`src/rtl/dmem_arb_pkg.sv`:
```
// ============================================================================
// Module  : dmem_arb_pkg
// Brief   : Shared types and constants for the data-memory port arbiter.
// Revision: 1.0 - initial release
// ============================================================================
`default_nettype none

package dmem_arb_pkg;

    typedef enum logic [0:0] {
        S_CPU = 1'b0,
        S_LD  = 1'b1
    } arb_state_t;

    localparam logic [3:0] XFER_B = 4'd1;
    localparam logic [3:0] XFER_H = 4'd2;
    localparam logic [3:0] XFER_W = 4'd4;
    localparam logic [3:0] XFER_D = 4'd8;

    localparam int DEFAULT_STARVE_LIMIT = 4;
    localparam int DEFAULT_BURST_MAX    = 4;

endpackage

`default_nettype wire

```
`src/rtl/burst_addr_gen.sv`:
```
// ============================================================================
// Module  : burst_addr_gen
// Brief   : Loader burst address accumulator and beat counter.
// Revision: 1.0 - initial release
// ============================================================================
`default_nettype none

module burst_addr_gen #(
    parameter int DATA_W = 64,
    parameter int LEN_W  = 2
) (
    input  logic              clk,
    input  logic              rst,
    input  logic              load,
    input  logic              advance,
    input  logic [DATA_W-1:0] base,
    input  logic [3:0]        step,
    input  logic [LEN_W-1:0]  len,
    output logic [DATA_W-1:0] addr,
    output logic              last
);

    logic [DATA_W-1:0] r_addr;
    logic [LEN_W-1:0]  r_beat_cnt;

    // Address wraps modulo 2^DATA_W by plain unsigned overflow.
    always_ff @(posedge clk) begin
        if (rst) begin
            r_addr     <= '0;
            r_beat_cnt <= '0;
        end else if (load) begin
            r_addr     <= base;
            r_beat_cnt <= '0;
        end else if (advance) begin
            r_addr     <= r_addr + DATA_W'(step);
            r_beat_cnt <= r_beat_cnt + LEN_W'(1);
        end
    end

    assign addr = r_addr;
    assign last = (r_beat_cnt == len);

endmodule

`default_nettype wire

```
`src/rtl/dmem_port_arbiter.sv`:
```
// ============================================================================
// Module  : dmem_port_arbiter
// Brief   : Shares the data-memory port between the CPU MEM stage and a
//           burst loader, with starvation-bounded loader grants.
// Revision: 1.0 - initial release
// ============================================================================
`default_nettype none

module dmem_port_arbiter
    import dmem_arb_pkg::*;
#(
    parameter  int DATA_W       = 64,
    parameter  int STARVE_LIMIT = DEFAULT_STARVE_LIMIT,
    parameter  int BURST_MAX    = DEFAULT_BURST_MAX,
    localparam int LEN_W        = $clog2(BURST_MAX)
) (
    input  logic              clk,
    input  logic              reset,
    input  logic              cpu_req,
    input  logic              cpu_wr,
    input  logic [DATA_W-1:0] cpu_addr,
    input  logic [DATA_W-1:0] cpu_wdata,
    input  logic [3:0]        cpu_xfer,
    output logic [DATA_W-1:0] cpu_rdata,
    output logic              cpu_stall,
    input  logic              ld_req,
    input  logic              ld_wr,
    input  logic [DATA_W-1:0] ld_addr,
    input  logic [3:0]        ld_xfer,
    input  logic [LEN_W-1:0]  ld_len,
    input  logic [DATA_W-1:0] ld_wdata,
    output logic              ld_gnt,
    output logic [DATA_W-1:0] ld_rdata,
    output logic              ld_rvalid,
    output logic              ld_done,
    output logic [DATA_W-1:0] mem_addr,
    output logic [DATA_W-1:0] mem_wdata,
    output logic              mem_wr_en,
    output logic              mem_rd_en,
    output logic [3:0]        mem_xfer,
    input  logic [DATA_W-1:0] mem_rdata
);

    localparam int              SC_W         = $clog2(STARVE_LIMIT) + 1;
    localparam logic [SC_W-1:0] C_STARVE_MAX = SC_W'(STARVE_LIMIT - 1);

    arb_state_t        r_state;
    arb_state_t        w_state_nxt;
    logic [SC_W-1:0]   r_starve_cnt;
    logic [SC_W-1:0]   w_starve_nxt;
    logic              r_wr;
    logic [3:0]        r_xfer;
    logic [LEN_W-1:0]  r_len;
    logic [DATA_W-1:0] r_ld_rdata;
    logic              r_ld_rvalid;
    logic              w_grant;
    logic              w_beat;
    logic              w_last;
    logic [DATA_W-1:0] w_burst_addr;

    assign w_grant = (r_state == S_CPU) && ld_req &&
                     (!cpu_req || (r_starve_cnt == C_STARVE_MAX));
    // A reset cycle already counts as aborted: no beat, no done pulse.
    assign w_beat  = (r_state == S_LD) && !reset;

    always_comb begin
        w_state_nxt  = r_state;
        w_starve_nxt = r_starve_cnt;
        case (r_state)
            S_CPU: begin
                if (!ld_req) begin
                    w_starve_nxt = '0;
                end else if (w_grant) begin
                    w_state_nxt  = S_LD;
                    w_starve_nxt = '0;
                end else begin
                    w_starve_nxt = r_starve_cnt + SC_W'(1);
                end
            end
            S_LD: begin
                if (w_last) begin
                    w_state_nxt = S_CPU;
                end
            end
            default: w_state_nxt = S_CPU;
        endcase
    end

    always_ff @(posedge clk) begin
        if (reset) begin
            r_state      <= S_CPU;
            r_starve_cnt <= '0;
            r_wr         <= 1'b0;
            r_xfer       <= XFER_B;
            r_len        <= '0;
            r_ld_rdata   <= '0;
            r_ld_rvalid  <= 1'b0;
        end else begin
            r_state      <= w_state_nxt;
            r_starve_cnt <= w_starve_nxt;
            if (w_grant) begin
                r_wr   <= ld_wr;
                r_xfer <= ld_xfer;
                r_len  <= ld_len;
            end
            r_ld_rvalid <= w_beat && !r_wr;
            if (w_beat && !r_wr) begin
                r_ld_rdata <= mem_rdata;
            end
        end
    end

    burst_addr_gen #(
        .DATA_W (DATA_W),
        .LEN_W  (LEN_W)
    ) u_addr_gen (
        .clk     (clk),
        .rst     (reset),
        .load    (w_grant),
        .advance (w_beat),
        .base    (ld_addr),
        .step    (r_xfer),
        .len     (r_len),
        .addr    (w_burst_addr),
        .last    (w_last)
    );

    always_comb begin
        mem_addr  = cpu_addr;
        mem_wdata = cpu_wdata;
        mem_xfer  = cpu_xfer;
        mem_wr_en = cpu_req && cpu_wr;
        mem_rd_en = cpu_req && !cpu_wr;
        if (r_state == S_LD) begin
            mem_addr  = w_burst_addr;
            mem_wdata = ld_wdata;
            mem_xfer  = r_xfer;
            mem_wr_en = w_beat && r_wr;
            mem_rd_en = w_beat && !r_wr;
        end
    end

    assign cpu_rdata = mem_rdata;
    assign cpu_stall = w_beat && cpu_req;
    assign ld_gnt    = w_beat;
    assign ld_done   = w_beat && w_last;
    assign ld_rdata  = r_ld_rdata;
    assign ld_rvalid = r_ld_rvalid;

endmodule

`default_nettype wire

```
`config.mk`:
```
export PLATFORM = sky130hd
export DESIGN_NAME = dmem_port_arbiter
export DESIGN_NICKNAME = d
export VERILOG_FILES = /design/src/rtl/dmem_arb_pkg.sv /design/src/rtl/burst_addr_gen.sv /design/src/rtl/dmem_port_arbiter.sv
export SDC_FILE = /design/constraint.sdc
export NUM_CORES = 1
export LEC_CHECK = 0
export CORE_AREA = 2 2 233 235
export CTS_CLUSTER_DIAMETER = 40
export CTS_CLUSTER_SIZE = 40
export DETAILED_ROUTE_END_ITERATION = 12
export DIE_AREA = 0 0 235 237
export HOLD_SLACK_MARGIN = 0.02
export PLACE_DENSITY = 0.45
export SLEW_MARGIN = 20
export SYNTH_ARGS = -nofsm -noshare
export SYNTH_HDL_FRONTEND = slang
export SYNTH_SLANG_ARGS = --single-unit
```
`constraint.sdc`:
```
create_clock -name clk -period 2.2 [get_ports clk]
set_input_delay 0.22 -clock clk [delete_from_list [all_inputs] [get_ports clk]]
set_output_delay 0.22 -clock clk [all_outputs]
set_load 0.02 [all_outputs]
```
route_heat.png
Bar = 50 µm. 24 x 24 tiles, from dark blue (low) to red (high), scaled to the fullest tile. Values are wire area over tile area, all layers added.
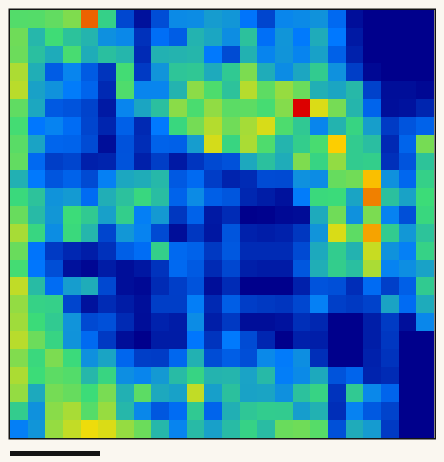
16% of the tiles are over half the peak. The fullest tile reaches 0.50. 7.8% of the tiles are nearly empty.

class_map.png
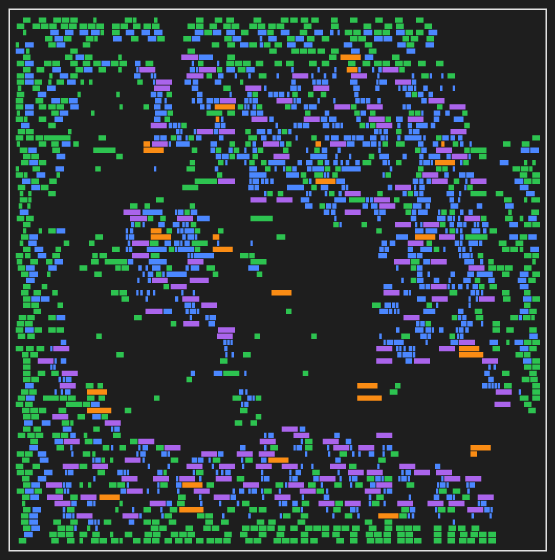
Key: blue = remaining logic cells [cells 821, share of their area 35%]; purple = registers [cells 142, share of their area 17%]; green = remaining buffers and delay cells [cells 763, share of their area 44%]; orange = clock drivers and dummy loads [cells 29, share of their area 3.8%]
Final Instance Area: 0.0173 mm²
core area: 0.0533 mm²

congestion_map.png
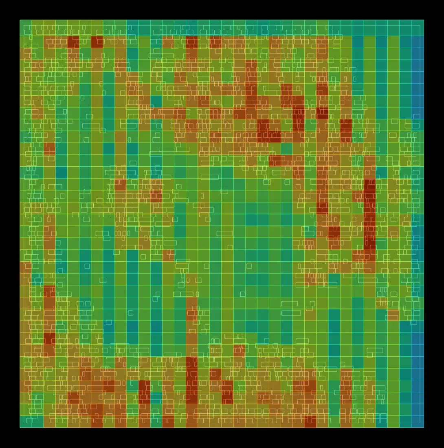
Global Route met1 Usage: 0.212
Util after Layout: 0.325

util_map.png
Bar = 50 µm. 24 x 24 tiles, from dark blue (low) to red (high), 0 to 100% covered.
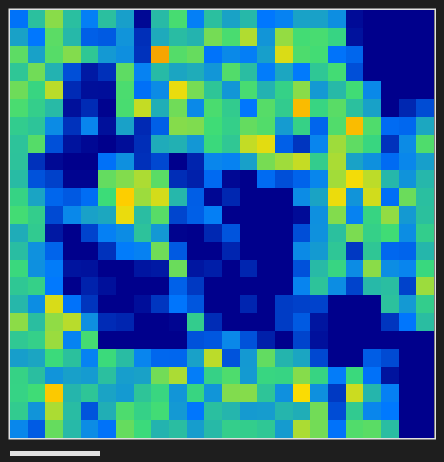
The emptiest ninth of the die: centre. The fullest tile reaches 81%. The mean over all tiles is 30%. The densest ninth of the die: top centre.
FP Core Util: 0.171

sizing.png
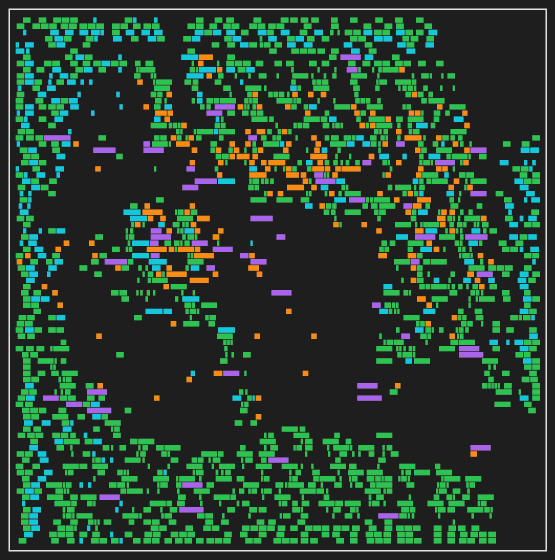
Key: purple = x6 and larger [cells 55, share 3.1%]; cyan = x2 [cells 254, share 14%]; orange = x3 and x4 [cells 180, share 10%]; green = x1 and smaller [cells 1,266, share 72%]

==> flow_metrics.env <==
# physical design summary
export IMPL_pg_seq_mw=2.81
export IMPL_arrival_ps=2560
export IMPL_drive_gt1_frac=0.279
export IMPL_drc_errors=0
export IMPL_max_stage_delay_ps=430
export IMPL_p_sw_mw=2.64
export IMPL_clk_pin_slew_ps=70
export IMPL_vias=11000
export IMPL_largest_area_cell="dfxtp_1"
export IMPL_routed_wl_um=50900
export IMPL_syn_avg_cell_area_um2=8.22
export IMPL_synth_area_mm2=0.00908
export IMPL_power_leader="the clock network"
export IMPL_rows=85
export IMPL_area_delta_synth_final_pct=90.4
export IMPL_cts_made_buffers=17
export IMPL_power_mw=8.66
export IMPL_antenna_left=0
export IMPL_first_global_vias=11200
export IMPL_yosys_top_cells_area="dfxtp_1, mux2_2, nand2_1, o211ai_1, buf_4"
export IMPL_rsz0062_at_grt="yes"
export IMPL_cts_num_sinks=142
export IMPL_final_nets=2088
export IMPL_intPower_mw=6.02
export IMPL_critical_path_required_ps=2600
export IMPL_placed_cells=2399
export IMPL_clock_latency_ps=490
export IMPL_ff_type="dfxtp_1"
export IMPL_gp_congestion=0.818
export IMPL_antenna_found_initial=5
export IMPL_crit_chain="buf_12 > buf_4 > inv_2 > nor4_1 > nand4_1 > buf_6 > o311a_1 > nor3_2"
export IMPL_wl_per_cell_um=20.8
export IMPL_aoi_share=0.152
export IMPL_cts_hold_buffers_added=0
export IMPL_path_buffers=4
export IMPL_crit_type="reg -> reg"
export IMPL_die_h_um=237
export IMPL_synthTopLogicFamily="simple AND/OR/NAND/NOR gates"
export IMPL_drtIter0Drc=575
export IMPL_p_seq_frac=0.324
export IMPL_mux_share=0.166
export IMPL_clock_power_mw=3.22
export IMPL_yosysWarnings=0
export IMPL_clock_fmax_mhz=465
export IMPL_hpwl_um=40000
export IMPL_htreeDepth=4
export IMPL_drt_pass1_iterations=5
export IMPL_cts_root_buf="clkbuf_16"
export IMPL_ys_types=69
export IMPL_p_sw_frac=0.304
export IMPL_top_cell_area_share=0.313
export IMPL_simple_gate_share=0.241
export IMPL_grt_usage=0.177
export IMPL_critPathTopFamily="simple AND/OR/NAND/NOR gates"
export IMPL_fp_nets=1448
export IMPL_layout_top_cell="clkdlybuf4s50_1"
export IMPL_grt_pass1_wl_um=73500
export IMPL_power_per_cell_area_mw_per_mm2=500
export IMPL_chipArea_mm2=0.0557
export IMPL_io_pins=602
export IMPL_outcome="finished clean"
export IMPL_grt_max_degree=75
export IMPL_die_x_um=235
export IMPL_tritoncts="yes"
export IMPL_ys_ff=142
export IMPL_maxCapViolations=0
export IMPL_synth_edff_count=0
export IMPL_clkPwrFrac=0.372
==> timing repair <==
action / in CTS / in global routing
gates resized: 340 / 105
gates cloned: 4 / 0
pin swaps: 19 / 21
setup buffers: 13 / 8
endpoints found under the setup margin: 163 / 101
==> final timing paths <==
kind	end	from	cells past startpoint	slack, ps
hold reg to reg	r_len[0]$_SDFFE_PP0P_	r_len[0]$_SDFFE_PP0P_	2	480
setup reg to reg	u_addr_gen.addr[45]$_SDFFE_PP0P_	r_state$_SDFF_PP0_	8	50
setup / recovery	u_addr_gen.addr[45]$_SDFFE_PP0P_	r_state$_SDFF_PP0_	8	50
hold / removal	r_wr$_SDFFE_PP0P_	ld_wr	3	290
==> final cells by class <==
class	count	area, µm²
sequential	142	2860
multi-input combinational	798	5690
fill	5620	36000
timing repair buffer	763	7170
inverter	23	86.3
clock buffer	19	453
clock inverter	10	164
tap	696	871
==> worst reg2reg max path, delay by kind of cell (launching register included) <==
family          cells  cell delay (ps)
compound gates      1              310
buf+inv             4              560
flops               1              430
simple gates        3              790
==> layer usage <==
metal  track usage  part of all wire  up-vias
li1              -                 -     5254
met1         0.212              0.42     5276
met2         0.310              0.50      379
met3        0.0501             0.059       48
met4        0.0468             0.015        8
met5             0           0.00094        -
==> synth_stat cells (all sizes together), types with 2 or more instances <==
cell and n:
and4 4, a21oi 21, nand2 220, o21ai 9
xnor2 5, nor2b 2, and3 6, o22ai 3
clkbuf 62, o211ai 73, xor2 13, o221a 2
or4 18, buf 81, nand2b 3, a31oi 18
ha 6, o21a 3, inv 22, dfxtp 142
nor3 19, nor4 23, a2111oi 2, o31ai 8
or2 4, a211oi 15, a22oi 2, a311oi 14
o311a 5, and2 7, a21o 2, nor4b 2
nand3 40, mux2 133, nor2 55, o311ai 4
or3 13, nand4 28
